Fig. 1: run 1, routing congestion
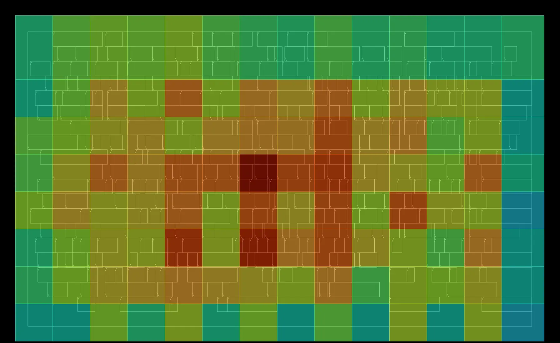
Fig. 2: run 1, local utilization
Drawn at 4 px/um. The die is cut into 10 by 6 equal tiles; white is low, dark blue is high, 0 to 100% covered.
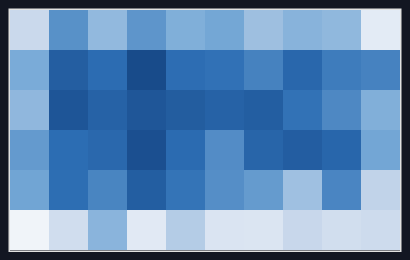
Fig. 3: run 1, clock distribution
Drawn at 8 px/um.
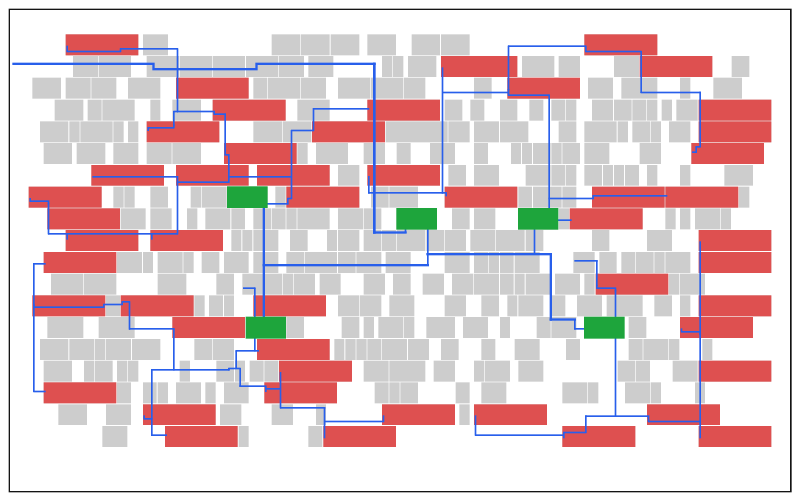
**src/rtl/uart_tx_frame.sv**
```systemverilog
// UART serialiser with a valid/ready payload handshake, runtime baud/parity/stop selection
// and a registered serial line. All frame settings are captured together on accept.
module uart_tx_frame #(
  parameter int CLK_FREQ  = 100000000,
  parameter int DATA_BITS = 8
) (
  input  logic                 clk,
  input  logic                 rst,
  input  logic [2:0]           baud_set,
  input  logic [1:0]           parity_sel,
  input  logic                 two_stop,
  input  logic [DATA_BITS-1:0] tx_data,
  input  logic                 tx_valid,
  output logic                 tx_ready,
  output logic                 tx,
  output logic                 busy,
  output logic                 tx_done
);

  typedef enum logic [2:0] {
    IDLE   = 3'd0,
    START  = 3'd1,
    DATA   = 3'd2,
    PARITY = 3'd3,
    STOP   = 3'd4
  } state_t;

  localparam logic [15:0] BPS_9600   = 16'(CLK_FREQ / 9600);
  localparam logic [15:0] BPS_19200  = 16'(CLK_FREQ / 19200);
  localparam logic [15:0] BPS_38400  = 16'(CLK_FREQ / 38400);
  localparam logic [15:0] BPS_57600  = 16'(CLK_FREQ / 57600);
  localparam logic [15:0] BPS_115200 = 16'(CLK_FREQ / 115200);
  localparam logic [15:0] BPS_230400 = 16'(CLK_FREQ / 230400);
  localparam logic [15:0] BPS_460800 = 16'(CLK_FREQ / 460800);
  localparam logic [15:0] BPS_921600 = 16'(CLK_FREQ / 921600);
  localparam logic [3:0]  LAST_DATA  = 4'(DATA_BITS - 1);

  function automatic logic [15:0] bps_for(input logic [2:0] sel);
    case (sel)
      3'd0:    bps_for = BPS_9600;
      3'd1:    bps_for = BPS_19200;
      3'd2:    bps_for = BPS_38400;
      3'd3:    bps_for = BPS_57600;
      3'd4:    bps_for = BPS_115200;
      3'd5:    bps_for = BPS_230400;
      3'd6:    bps_for = BPS_460800;
      default: bps_for = BPS_921600;
    endcase
  endfunction

  function automatic logic parity_bit(input logic [DATA_BITS-1:0] d, input logic [1:0] sel);
    case (sel)
      2'd1:    parity_bit = ~^d;
      2'd2:    parity_bit = ^d;
      2'd3:    parity_bit = 1'b1;
      default: parity_bit = 1'b0;
    endcase
  endfunction

  state_t                 state_r;
  logic [15:0]            bps_r;
  logic [15:0]            div_cnt_r;
  logic [3:0]             bit_cnt_r;
  logic [DATA_BITS-1:0]   shift_r;
  logic                   par_en_r;
  logic                   par_bit_r;
  logic                   two_stop_r;
  logic                   tx_r;
  logic                   tx_done_r;
  logic                   bit_end_s;

  assign bit_end_s = (div_cnt_r == (bps_r - 16'd1));
  assign tx_ready  = (state_r == IDLE);
  assign busy      = ~tx_ready;
  assign tx        = tx_r;
  assign tx_done   = tx_done_r;

  // Frame sequencer: owns the state, bit timing, the serial line and the done pulse.
  always_ff @(posedge clk or posedge rst) begin
    if (rst) begin
      state_r    <= IDLE;
      bps_r      <= 16'd0;
      div_cnt_r  <= 16'd0;
      bit_cnt_r  <= 4'd0;
      shift_r    <= '0;
      par_en_r   <= 1'b0;
      par_bit_r  <= 1'b0;
      two_stop_r <= 1'b0;
      tx_r       <= 1'b1;
      tx_done_r  <= 1'b0;
    end else begin
      tx_done_r <= 1'b0;
      case (state_r)
        IDLE: begin
          tx_r      <= 1'b1;
          div_cnt_r <= 16'd0;
          bit_cnt_r <= 4'd0;
          if (tx_valid) begin
            // Everything the frame depends on is frozen here.
            bps_r      <= bps_for(baud_set);
            shift_r    <= tx_data;
            par_en_r   <= (parity_sel != 2'd0);
            par_bit_r  <= parity_bit(tx_data, parity_sel);
            two_stop_r <= two_stop;
            tx_r       <= 1'b0;
            state_r    <= START;
          end
        end
        START: begin
          if (bit_end_s) begin
            div_cnt_r <= 16'd0;
            bit_cnt_r <= 4'd0;
            tx_r      <= shift_r[0];
            state_r   <= DATA;
          end else begin
            div_cnt_r <= div_cnt_r + 16'd1;
          end
        end
        DATA: begin
          if (bit_end_s) begin
            div_cnt_r <= 16'd0;
            if (bit_cnt_r == LAST_DATA) begin
              bit_cnt_r <= 4'd0;
              if (par_en_r) begin
                tx_r    <= par_bit_r;
                state_r <= PARITY;
              end else begin
                tx_r    <= 1'b1;
                state_r <= STOP;
              end
            end else begin
              bit_cnt_r <= bit_cnt_r + 4'd1;
              tx_r      <= shift_r[1];
              shift_r   <= {1'b0, shift_r[DATA_BITS-1:1]};
            end
          end else begin
            div_cnt_r <= div_cnt_r + 16'd1;
          end
        end
        PARITY: begin
          if (bit_end_s) begin
            div_cnt_r <= 16'd0;
            bit_cnt_r <= 4'd0;
            tx_r      <= 1'b1;
            state_r   <= STOP;
          end else begin
            div_cnt_r <= div_cnt_r + 16'd1;
          end
        end
        STOP: begin
          tx_r <= 1'b1;
          if (bit_end_s) begin
            div_cnt_r <= 16'd0;
            if (bit_cnt_r == (two_stop_r ? 4'd1 : 4'd0)) begin
              bit_cnt_r <= 4'd0;
              tx_done_r <= 1'b1;
              state_r   <= IDLE;
            end else begin
              bit_cnt_r <= bit_cnt_r + 4'd1;
            end
          end else begin
            div_cnt_r <= div_cnt_r + 16'd1;
          end
        end
        default: begin
          tx_r      <= 1'b1;
          div_cnt_r <= 16'd0;
          bit_cnt_r <= 4'd0;
          state_r   <= IDLE;
        end
      endcase
    end
  end

endmodule

```
**config.mk**
```make
export PLATFORM = sky130hd
export DESIGN_NAME = uart_tx_frame
export DESIGN_NICKNAME = d
export VERILOG_FILES = /design/src/rtl/uart_tx_frame.sv
export SDC_FILE = /design/constraint.sdc
export NUM_CORES = 1
export LEC_CHECK = 0
export ABC_CLOCK_PERIOD_IN_PS = 4000
export CORE_ASPECT_RATIO = 0.6
export CORE_MARGIN = 2
export CORE_UTILIZATION = 59
export CTS_CLUSTER_DIAMETER = 150
export DETAILED_ROUTE_END_ITERATION = 10
export GPL_ROUTABILITY_DRIVEN = 0
export HOLD_SLACK_MARGIN = 0.05
export PLACE_DENSITY = 0.8
export SLEW_MARGIN = 30
export SYNTH_ARGS = -nofsm -noshare
export SYNTH_HDL_FRONTEND = slang
export SYNTH_SLANG_ARGS = --single-unit
```
**constraint.sdc**
```tcl
create_clock -name clk -period 4 [get_ports clk]
set_input_delay 0.4 -clock clk [delete_from_list [all_inputs] [get_ports clk]]
set_output_delay 0.4 -clock clk [all_outputs]
set_load 0.01 [all_outputs]
```
==> results.json, run 1 <==
{
  "status": "finished, final reports clean",
  "end_kind": "flip-flop",
  "critPathLaunch": "bps_r[0]",
  "die_x_um": 97.5,
  "syn_to_final_growth_pct": 10.2,
  "ys.warnings.count": 0,
  "clk_pin_slew_ps": 90,
  "synth_chip_area_sq_mm": 0.00310,
  "whs_ps": 505,
  "seqPwrFrac_pct": 57.6,
  "area.combinational_sq_mm": 0.00171,
  "power.density_mw_per_mm2": 260,
  "layout-drive-gt1-share_pct": 11.4,
  "fp_nets": 352,
  "intPower_w": 0.000682,
  "tns_ps": 0,
  "path_depth": 9,
  "r2r_end": "shift_r[2]",
  "power_leader": "sequential cells",
  "htree_num_levels": 2,
  "grt_max_degree": 51,
  "crit_path_max_incr_delay_ps": 650,
  "tool_warnings": 27,
  "postRouteAntennaNets": 0,
  "worst-path-max-fanout": 8,
  "setup_violations": 0,
  "maxSlewHeadroom_pct": 52.3,
  "powerComb_w": 0.0000665,
  "cts_setup_buffers": 0,
  "dp_hpwl_um": 4820,
  "cts_num_sinks": 50,
  "firstDrtPassIters": 5,
  "row_count": 20,
  "numSynthFlops": 50,
  "crit_type": "reg2reg",
  "routed_wl_um": 6690,
  "busiest_layer": "met1",
  "tightestPinTransition_ps": 709,
  "p_switching_w": 0.000204,
  "r2r_start": "bps_r[0]",
  "nets": 362,
  "synth.cell_area_sq_mm": 0.00310,
  "grt_use_total_pct": 23.6,
  "arrival_ps": 3760,
  "placed_area_sq_mm": 0.00332,
  "antenna_found_initial": 0,
  "path_cells": "inv_1, ha_1, or4b_1, nor4_1, nand4_1, and2_1, or4_1, a22oi_4, mux2_2",
  "seq_area_sq_mm": 0.00125,
  "max_freq_mhz": 281,
  "final_cell_mix": "dfrtp_1, nor2_1, nand2_1, xnor2_1, clkdlybuf4s50_1",
  "synthArstFlopShare_pct": 100,
  "grt_pass1_wl_um": 10700,
  "hold_class": "in2async",
  "ys_seq_share_pct": 40.5,
  "port_buffers": 20,
  "yosysTopAreaCell": "dfrtp_1",
  "p_comb_share_pct": 7.5,
  "leakage_nw": 1.46,
  "numCtsBuffers": 5,
  "synth_stat.cells": 330,
  "post-place-ws_ps": 492,
  "topCellsByArea": "dfrtp_1, mux2_2, xnor2_1",
  "cts_hold_buf": 0,
  "p_clk_share_pct": 34.9,
  "worstSkewPairLatency_ps": 300,
  "synth.top_cell.area_share_pct": 39.6,
  "finalClockPeriodUsage_pct": 89.1,
  "avgSynthCellArea_sq_um": 9.38,
  "vias": 2456,
  "layout.cells.most_common": "dfrtp_1",
  "r2r_cells": 9,
  "finalHoldViolations": 0,
  "p_seq_w": 0.000511,
  "fill_cells": 397,
  "critPathBufInv": 1,
  "drt_iter0_markers": 280,
  "switching_share_pct": 23.0,
  "use_met1_pct": 37.6,
  "edf_count": 0,
  "grt_pass1_vias": 2152,
  "setup_slack_ps": 435,
  "slowest_stage": "or4_1",
  "use_met3_pct": 5.03,
  "endpoint": "shift_r[2]",
  "crit_required_ps": 4200,
  "finalCriticalPeriod_ps": 3570,
  "worstSetupStartpointType": "flip-flop",
  "grt_overflow_total": 0,
  "r2r_slack_ps": 440,
  "syn-instance-count": 330,
  "io_pins": 21,
  "antenna_cells": 0,
  "p_clk_w": 0.000309,
  "cts_tree": "built",
  "die_area_sq_mm": 0.00586,
  "remaining_drc_errors": 0,
  "maxSlewViolCount": 0,
  "globalRouteMet2Util_pct": 32.2,
  "post_cts_resized": 0,
  "finalInstanceArea_sq_mm": 0.00341,
  "clock_skew_ps": 9.52,
  "clock_path_buffers": 2,
  "via_per_inst": 6.03,
  "max_cap_violations": 0,
  "cts-root-buf": "clkbuf_8",
  "die.size.y_um": 60.1,
  "flop_cell": "dfrtp_1",
  "ys_types": 54,
  "max-vdd-ir-drop_v": 0.000174,
  "cp_top_family": "simple AND/OR/NAND/NOR gates",
  "rsz0062_at_grt": "no"
}
Back to the opening pictures, Fig. 1:
Core Util, Final: 67.5%
drt wl/cell: 16.4 um

Back to the opening pictures, Fig. 2:
fullest tile: 89%
emptiest ninth of the die: bottom right
tiles over 75% full: 33%
mean over tiles: 57%
Pre-Place Util: 61.2%
Core Area: 0.00505 sq mm

Back to the opening pictures, Fig. 3:
[flip-flops] red | count: 50
[clock wires] blue | length: 604 um
[clock drivers] green | count: 5
routed clock nets: 6

==> run 1: registers in the layout (all words and copies together), names as in the netlist <==
| signal | flops |
|---|---|
| shift_r | 8 |
| div_cnt_r | 16 |
| par_bit_r | 1 |
| par_en_r | 1 |
| bit_cnt_r | 4 |
| tx | 1 |
| tx_done | 1 |
| two_stop_r | 1 |
| bps_r | 14 |
| state_r | 3 |
==> run 1: cell families after synthesis <==
| kind of cell | count (synthesis) | synth area share [%] |
|---|---|---|
| compound gates | 53 | 12.5 |
| mux | 24 | 8.53 |
| simple gates | 125 | 20.9 |
| xor+xnor | 40 | 11.3 |
| flops | 50 | 40.5 |
| buf+inv | 33 | 4.28 |
| fa+ha+maj | 5 | 2.02 |
==> run 1: cells in the mapped netlist, types with 4 or more instances <==
cell type	number
a211oi_1	4
a21oi_1	4
and3_1	5
buf_2	4
clkbuf_1	14
dfrtp_1	49
ha_1	5
inv_1	14
mux2_2	19
mux2i_1	5
nand2_1	23
nand2b_1	5
nand3_1	8
nand4_1	6
nor2_1	35
nor3_1	7
nor4_1	7
o211ai_1	6
o21ai_0	15
or2_2	4
xnor2_1	21
xor2_1	19
==> run 1: through the flow <==
step / std cells / total power [W]
floorplan: 330 / 0.000560
global placement: 399 / 0.000586
detailed placement: 399 / 0.000588
CTS: 407 / 0.000893
global route: 407 / 0.000921
finish: 407 / 0.000886
==> run 1: final cells by class <==
class	count	share of cell area (%)
clock buffers	6	2.42
inverters	14	1.61
flip-flops and latches	50	36.7
clock inverters	2	0.367
multi-input cells	247	50.1
well taps	66	2.42
repair buffers	22	6.31
==> run 1: routing by layer <==
| layer | vias up | share of wire [%] |
|---|---|---|
| met5 | - | 0 |
| met4 | 0 | 0.76 |
| met3 | 9 | 8.0 |
| met2 | 91 | 40 |
| met1 | 1173 | 52 |
| li1 | 1183 | - |
Fig. 4: run 1, routed metal, one color a layer
Drawn at 8 px/um. Only two layers are drawn.
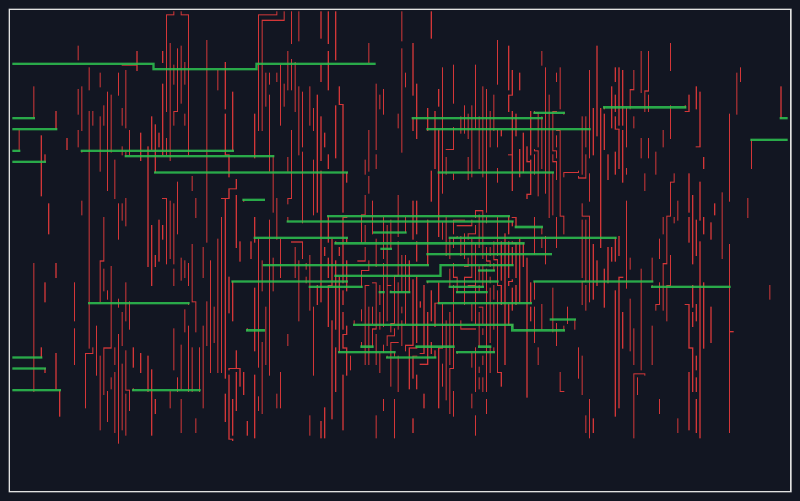

==> run 1 -> run 2 <==
Settings changed: ABC_CLOCK_PERIOD_IN_PS 4000 to 3150, CORE_MARGIN 2 to 3, CORE_UTILIZATION 59 to 53, PLACE_DENSITY 0.8 to 0.76.
Clock period 4 ns to 3.15 ns, I/O delays scaled along.
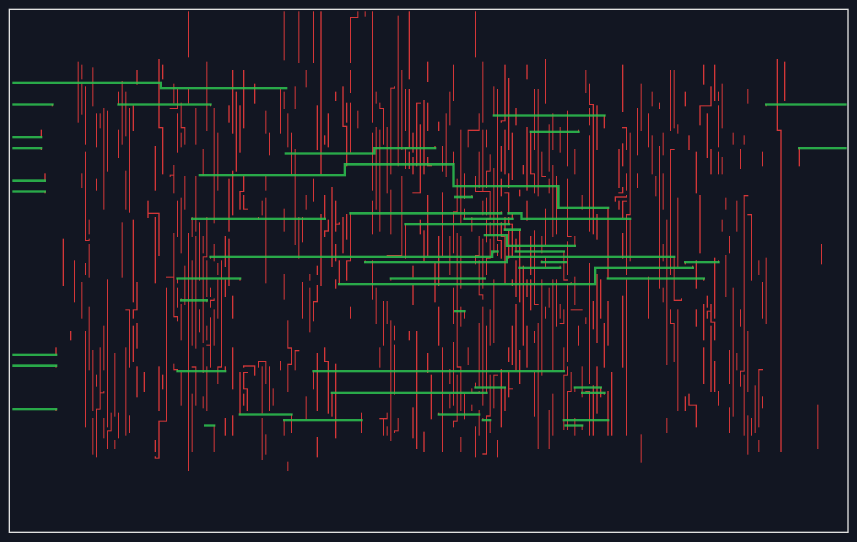
Fig. 5. Routed metal, one color a layer (run 2).
Drawn at 8 px/um. Only two layers are drawn.
[metal 3] green | wire length: 554 um
[metal 2] red | wire length: 2670 um
drt wl/cell: 16.2 um
Total Wirelength: 7010 um
GRT Overall Usage: 21.3%

==> run 2 against run 1 <==
Net effect: cell count rose by 6.6%; routed wire length increased by 4.8%; setup slack worse by 350 ps; register-to-register slack got worse by 350 ps; worst hold slack worse by 100 ps; count of clock-buffer cells in the layout shrank 1; total power is 36% higher; non-clock buffer count rose by 16; first-iteration DRC count down 40%; utilization is 0.96 points higher; via count rose by 1.1%.
==> results.json, run 2 <==
{
  "status": "finished, final reports clean",
  "max_freq_mhz": 326,
  "dp_hpwl_um": 5210,
  "synth_stat.cells": 330,
  "top_layer": "met4",
  "grt_pass1_vias": 2299,
  "routed-wl-met2_um": 2670,
  "clock_skew_ps": 13.8,
  "p_switching_w": 0.000280,
  "tool_warnings": 28,
  "seqPwrFrac_pct": 53.7,
  "htree_num_levels": 2,
  "drt_iter0_markers": 167,
  "maxSlewViolCount": 0,
  "edf_count": 0,
  "max-vdd-ir-drop_v": 0.000248,
  "cts_num_sinks": 50,
  "final_cell_mix": "dfrtp_1, nor2_1, nand2_1, xnor2_1, clkdlybuf4s50_1",
  "leakage_nw": 1.57,
  "nets": 378,
  "port_buffers": 20,
  "clk_pin_slew_ps": 100,
  "via_per_inst": 5.72,
  "grt_pass1_wl_um": 11400,
  "crit_type": "reg2reg",
  "p_clk_share_pct": 39.2,
  "die.size.y_um": 65.2,
  "r2r_cells": 10,
  "syn-instance-count": 330,
  "worstSkewPairLatency_ps": 320,
  "cts_tree": "built",
  "largestRegisters": "div_cnt_r (16), bps_r (14), shift_r (8)",
  "worstSetupStartpointType": "flip-flop",
  "ys_seq_share_pct": 40.5,
  "setup_violations": 0,
  "numSynthFlops": 50,
  "clock_path_buffers": 2,
  "antenna_cells": 0,
  "switching_share_pct": 23.2,
  "remaining_drc_errors": 0,
  "p_comb_share_pct": 7.1,
  "hold_class": "in2async",
  "largest_reg_flops": 16,
  "syn_to_final_growth_pct": 18.4,
  "power_leader": "sequential cells",
  "finalClockPeriodUsage_pct": 97.4,
  "postRouteAntennaNets": 0,
  "cts_hold_buf": 0,
  "die_x_um": 105,
  "r2r_slack_ps": 80,
  "fp_nets": 352,
  "path_cells": "inv_1, ha_2, or4b_4, nor4_4, nand4_1, and2_4, or4_4, a22oi_4, buf_12, mux2_2",
  "tightestPinTransition_ps": 621,
  "cts-root-buf": "clkbuf_8",
  "synth_chip_area_sq_mm": 0.00310,
  "row_count": 20,
  "fin_cells": 434,
  "die_area_sq_mm": 0.00682,
  "synth.top_cell.area_share_pct": 39.6,
  "yosysTopAreaCell": "dfrtp_1",
  "powerComb_w": 0.0000855,
  "r2r_start": "bps_r[1]",
  "ys_types": 54,
  "regMostFlops": "div_cnt_r",
  "flop_cell": "dfrtp_1",
  "crit_required_ps": 3360,
  "crit_path_max_incr_delay_ps": 540,
  "grt_max_degree": 51,
  "avgSynthCellArea_sq_um": 9.38,
  "finalCriticalPeriod_ps": 3070,
  "p_clk_w": 0.000473,
  "met1_length_um": 3710,
  "maxSlewHeadroom_pct": 58.1,
  "top_cell": "dfrtp_1",
  "critPathLaunch": "bps_r[1]",
  "core_util_floorplan_pct": 57.8,
  "rsz0062_at_grt": "yes",
  "numCtsBuffers": 5,
  "finalHoldViolations": 0,
  "layout.cells.most_common": "dfrtp_1",
  "route.met3.wl_um": 553,
  "top_cells_by_count": "dfrtp_1, nor2_1, nand2_1, xnor2_1",
  "power.density_mw_per_mm2": 329,
  "r2r_end": "shift_r[0]",
  "max_cap_violations": 0,
  "whs_ps": 404,
  "intPower_w": 0.000926,
  "coreArea_sq_mm": 0.00536,
  "io_pins": 21,
  "layout-drive-gt1-share_pct": 18.8,
  "worst-path-max-fanout": 8,
  "vias": 2484,
  "dp_cells": 425,
  "topCellsByArea": "dfrtp_1, mux2_2, xnor2_1",
  "arrival_ps": 3280,
  "grt_overflow_total": 0,
  "antenna_found_initial": 0,
  "end_kind": "flip-flop"
}
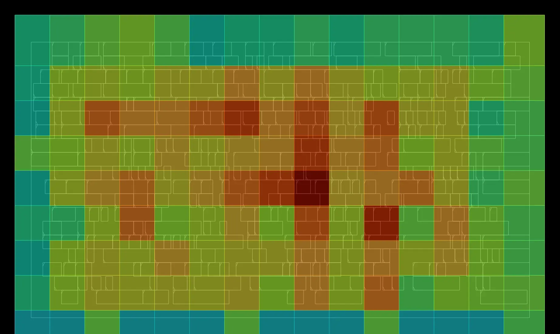
Fig. 6. Routing congestion (run 2).
met2 usage: 27.8%
Core Util, Final: 68.4%
met1 usage: 33.7%
global routing usage on met3: 6.18%
Most Used Layer, Global Route: met1

[run 2: metrics by stage]
step	setup TNS (ps)	setup WS, ps	cell area, sq um	total power (W)
after floorplan	0	31.9	3100	0.000711
after global placement	0	37.7	3450	0.000744
after detailed placement	-592	-97.3	3460	0.000747
after CTS	0	0.864	3580	0.00121
after global routing	-96.4	-27.3	3660	0.00125
final	0	82.5	3660	0.00121
[run 2: what timing repair did]
item | 4_1_cts | 5_1_grt
setup buffers | 0 | 1
gates resized | 3 | 12
endpoints found under the setup margin | 9 | 14
pin swaps | 2 | 2
[run 2: logic make-up (layout without fill, tap and decap cells)]
kind of cell,count (synthesis),in the layout,synth area share [%]
adder cells (fa/ha/maj),5,5,2.02
XOR/XNOR,40,40,11.3
AND/OR/NAND/NOR,125,125,20.9
multiplexers,24,24,8.53
buffers and inverters,33,60,4.28
AND-OR/OR-AND,53,53,12.5
flip-flops,50,50,40.5
[run 2: final cells by class]
class	instances	area (sq um)
Multi-Input combinational cell	247	1790
Clock inverter	3	45.0
Inverter	14	55.1
Clock buffer	5	68.8
Tap cell	77	96.3
Timing Repair Buffer	38	360
Fill cell	439	1690
Sequential cell	50	1250
[run 2: how the worst min path moves through the flow]
stage / depth (start not counted) / slack (ps) / to
floorplan: 1 / 410 / bps_r[13]
global placement: 2 / 460 / par_bit_r
detailed placement: 1 / 490 / shift_r[3]
CTS: 2 / 450 / bit_cnt_r[2]
global route: 2 / 480 / bit_cnt_r[2]
finish: 2 / 400 / bit_cnt_r[1]
[run 2: worst max-delay path: cells and delay by family, from the launching register on]
kind / cells / cell delay, ps
adders and majority gates: 1 / 170
muxes: 1 / 330
AOI/OAI and AO/OA: 1 / 200
buffers and inverters: 2 / 240
and+or+nand+nor: 5 / 1620
DFF: 1 / 400
Power figures rest on the tool's default switching activity, not on a simulated workload.
